Design led_fade_ctrl, sky130hd; sources not shown.
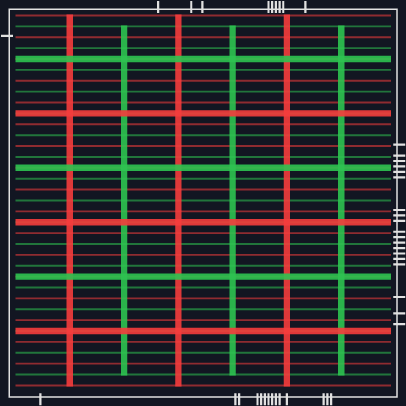
**Above:** run 1 (supply network).
(4 px per µm) Pins as bars on the die edge.
[VDD] green
[VSS] red
met4 straps: 6
met1 rails: 35
Die W: 96.6 µm
DIE HEIGHT: 96.6 µm

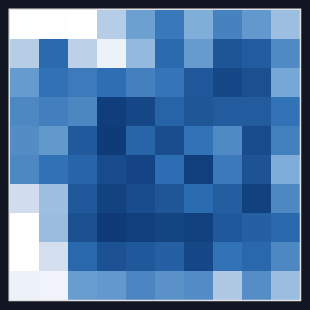
**Above:** run 1 (cell density map).
(3 px per µm) 10 x 10 tiles, from white (low) to dark blue (high), 0 to 100% covered.
fullest tile: 96%
tiles over 75% full: 46%
nearly empty tiles: 5.0%
mean over tiles: 65%
Core Area: 0.00868 mm²
fin util: 71.7%
FP Core Util: 46.4%

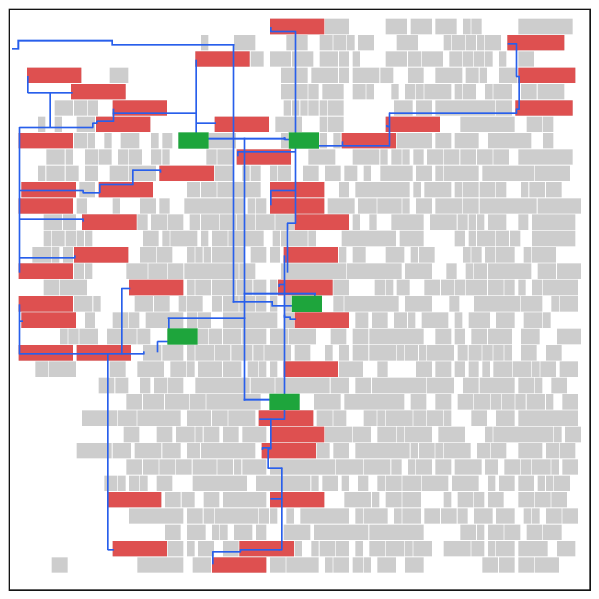
**Above:** run 1 (clock distribution).
(6 px per µm)
[clock wires] blue | length: 614 µm
[cells driving clock nets] green | count: 5
[flip-flops] red | count: 41
routed clock nets: 6
Clk power: 0.000340 W
clock skew: 0.0113 ns
clk ins delay skew pair: 0.31 ns

==> flow_summary.toml, run 1 <==
# physical design summary
[outcome]
status = "complete, but fails checks"
violations = "DRC, setup timing"

[drt]
routed_wl_um = 11900
drc = 1
antenna_left = 0
vias = 4141

[yosys]
ys.flops = 41
syn_inst = 489
ys_sh_adder_pct = 19.6
yosys_area_mm2 = 0.00403
syn_area_per_cell_um2 = 8.23

[cts]
htreeDepth = 2
post_cts_resized = 84
clkTransAtPathRegs_ns = 0.09
hold_buffers = 0
postCtsSetupBuffers = 22

[cells_and_area]
clockNetworkAreaShare_pct = 2.21
antennaDiodeCount = 0
lay_top_count = "buf_4"
final-nonclk-buf-share_pct = 20.7
nClkBuffers = 5
buffers = 151

[final_timing]
fin_setup_tns_ns = -3.69
max_freq_mhz = 183
setup_violations = 12
drv_slew = 0
fin_ws_ns = -0.594
rsz0062_at_grt = "true"

[pwr]
combPwrFrac_pct = 79.7
p_clk_share_pct = 9.5
finalPower_w = 0.00358

[placed_design]
dpl_worst_slack_ns = -1.42
io_buffer_count = 42
post_dp_cell_area_mm2 = 0.00532

[worst_setup_path]
crit_path_end_kind = "flip-flop"
r2r.worst_path.cells = 22
crit_path_frequent_cell = "ha_1"

[global_route]
grt_max_degree = 42

[die]
ios = 43
## run 1: per-layer routing
| metal | vias to the layer above | GRT usage (%) | part of all wire, % |
|---|---|---|---|
| li1 | 2047 | - | - |
| met1 | 1983 | 29.0 | 43 |
| met2 | 83 | 43.5 | 51 |
| met3 | 28 | 3.05 | 2.7 |
| met4 | 0 | 10.7 | 3.1 |
| met5 | - | 0 | 0 |
## run 1: power by group through the flow
stage                     logic (W)  clock network, W  registers, W
after floorplan             0.00128                 0      0.000464
after global placement      0.00201                 0      0.000391
after detailed placement    0.00206                 0      0.000390
after CTS                   0.00239          0.000344      0.000386
after global routing        0.00308          0.000356      0.000392
final                       0.00285          0.000340      0.000389
## run 1: cells in the mapped netlist, types with 2 or more instances
| cell | count |
|---|---|
| a21oi_1 | 27 |
| nor4_1 | 3 |
| nand2b_1 | 11 |
| dfstp_2 | 3 |
| buf_2 | 3 |
| o21ai_0 | 42 |
| clkbuf_1 | 4 |
| nand4_1 | 9 |
| o211ai_1 | 2 |
| mux2i_1 | 2 |
| nand2_1 | 59 |
| dfrtp_1 | 38 |
| fa_1 | 2 |
| nor2b_1 | 8 |
| nor3b_1 | 2 |
| nor3_1 | 6 |
| a211oi_1 | 7 |
| or2_2 | 2 |
| o31a_1 | 2 |
| o22ai_1 | 2 |
| o21a_1 | 5 |
| o221ai_2 | 2 |
| or4_1 | 2 |
| o31ai_1 | 2 |
| nand3_1 | 13 |
| a21o_1 | 10 |
| ha_1 | 60 |
| inv_1 | 37 |
| a41oi_1 | 2 |
| and3_1 | 6 |
| xor2_1 | 16 |
| or3_1 | 5 |
| and2_1 | 2 |
| a31oi_1 | 2 |
| xnor2_1 | 19 |
| nor2_1 | 40 |
| mux2_2 | 3 |
==> inputs of run 2 (changes only) <==
--- a/config.mk
+++ b/config.mk
@@ -7,6 +7,7 @@
 export LEC_CHECK = 0
 export CORE_UTILIZATION = 45
 export CTS_BUF_LIST = sky130_fd_sc_hd__clkbuf_8 sky130_fd_sc_hd__clkbuf_16
+export CTS_CLUSTER_DIAMETER = 80
 export DETAILED_ROUTE_END_ITERATION = 10
 export PLACE_DENSITY = 0.68
 export SLEW_MARGIN = 30
==> flow_summary.toml, run 2 <==
# physical design summary
[drt]
drt-wirelength-per-cell_um = 15.9
dr_wl_met3_um = 325
dr.pass1.iters = 7
wl_met2_um = 6070
drc = 1
highest_layer = "met4"
wl_met1_um = 5150
antenna_left = 0

[cells_and_area]
comb_area_mm2 = 0.00348
lay_top_count = "buf_4"
stdcell_count = 750
flop_area_mm2 = 0.00103
drive_above_1_share_pct = 36.8
antennaDiodeCount = 0
finish.utilization_pct = 71.7

[placed_design]
io_buffer_count = 42
dpl_worst_slack_ns = -1.42
dp_cells = 709
dp_hpwl_um = 8110

[yosys]
ys_sh_adder_pct = 19.6
syn_area_per_cell_um2 = 8.23
syn-num-nets = 572
ys.flops = 41
ys_top_cells_by_count = "ha_1, nand2_1, o21ai_0"
ys_sh_simple_pct = 21.4
synth_dominant_cell_count = "ha_1"
yosys_area_mm2 = 0.00403
top_cell_area_share_pct = 23.6
yosysWarningCount = 0
aoi_share_pct = 19.6
syn_inst = 489

[die]
die_y_um = 96.6
coreArea_mm2 = 0.00868
die_w_um = 96.6
ios = 43
fp_util_pct = 46.4

[cts]
tritoncts = "done"
clkTransAtPathRegs_ns = 0.09
clock_latency_ns = 0.31
cts_max_path_buffers = 2
htreeDepth = 2

[run]
cap_violations = 0

[final_timing]
setup_violations = 12
drv_slew = 0
period_minus_slack_ns = 5.45
fin_ws_ns = -0.594
finClkSkew_ns = 0.0113
rsz0062_at_grt = "true"
max_freq_mhz = 183

[pwr]
power-per-cell-area_mw_per_mm2 = 576
combPwrFrac_pct = 79.7
seqPwrFrac_pct = 10.9
finalPower_w = 0.00358
p_clk_share_pct = 9.5

[global_route]
grt_max_degree = 42
grt_pass1_wl_um = 17500
global_route.usage.met1_pct = 29.0
top_usage_layer = "met2"

[outcome]
status = "complete, but fails checks"
violations = "DRC, setup timing"

[worst_setup_path]
r2r_slack_ns = -0.06
required_ns = 5.06
crit_path_end_kind = "flip-flop"
r2r.worst_path.cells = 22
==> run 2: final cells by class <==
| cell class | count | share of cell area (%) |
|---|---|---|
| tap | 108 | 2.17 |
| sequential | 41 | 16.5 |
| multi-input combinational | 404 | 55.9 |
| clock buffer | 5 | 1.11 |
| clock inverter | 3 | 1.11 |
| timing repair buffer | 151 | 20.7 |
| inverter | 38 | 2.49 |
==> run 2: power groups by stage <==
stage	Clock [W]	Combinational, W	Sequential, W
detailed placement	0	0.00206	0.000390
CTS	0.000344	0.00239	0.000386
finish	0.000340	0.00285	0.000389
floorplan	0	0.00128	0.000464
global route	0.000356	0.00308	0.000392
global placement	0	0.00201	0.000391
==> run 2: what timing repair did <==
| item | 4_1_cts | 5_1_grt |
|---|---|---|
| cloned | 4 | 0 |
| pin swaps | 41 | 24 |
| setup buffers | 22 | 8 |
| gates resized | 84 | 52 |
| setup endpoints to repair | 31 | 29 |
| hold buffers | 0 | 0 |
==> run 2: per-stage QoR <==
step	setup TNS (ns)	cell area, µm²
after floorplan	-3.18	4240
after global placement	-20.36	5320
after detailed placement	-22.71	5320
after CTS	-2.88	5880
after global routing	-7.29	6220
final	-3.69	6220
==> run 2: critical path, cell delays in order <==
cell and delay, ns:
buf_2 0.10, inv_2 0.04, ha_1 0.27, and4b_2 0.28, a41oi_4 0.27, buf_6 0.14
and2_2 0.21, nand2_1 0.08, ha_1 0.18, a21oi_1 0.17, o21ai_1 0.10, a22o_1 0.22
buf_4 0.14, or4_4 0.62, ha_4 0.26, and2_4 0.15, a221o_1 0.33, or3_1 0.35
o221ai_2 0.19, xor2_1 0.16, nor2_1 0.06, xnor2_1 0.12
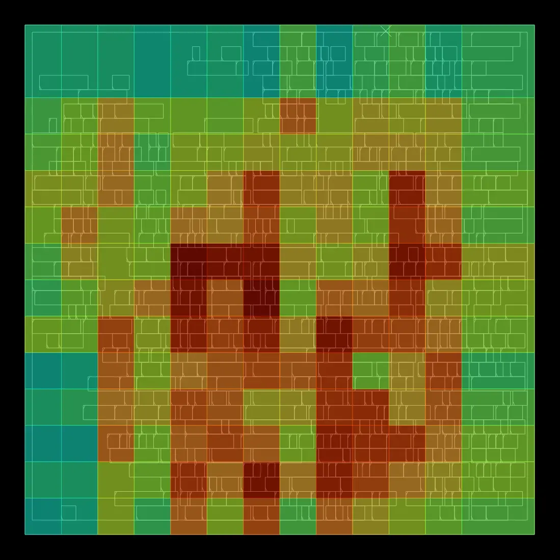
**Above:** run 2 (congestion heat map).
GR Util met2: 43.5%
GRT Util Overall: 24.3%
met3 usage: 3.05%

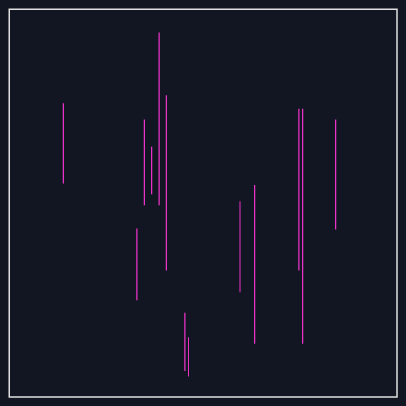
**Above:** run 2 (the metal 4 layer).
(4 px per µm)
longest straight run: 58.5 µm
wire length on this layer: 368 µm
share of all routed wire: 3.1%
nets with wire on the layer: 13
main direction: vertical
Via Count: 4141
WL final: 11900 µm

No activity file was given, so power comes from the tool's default toggle rates.
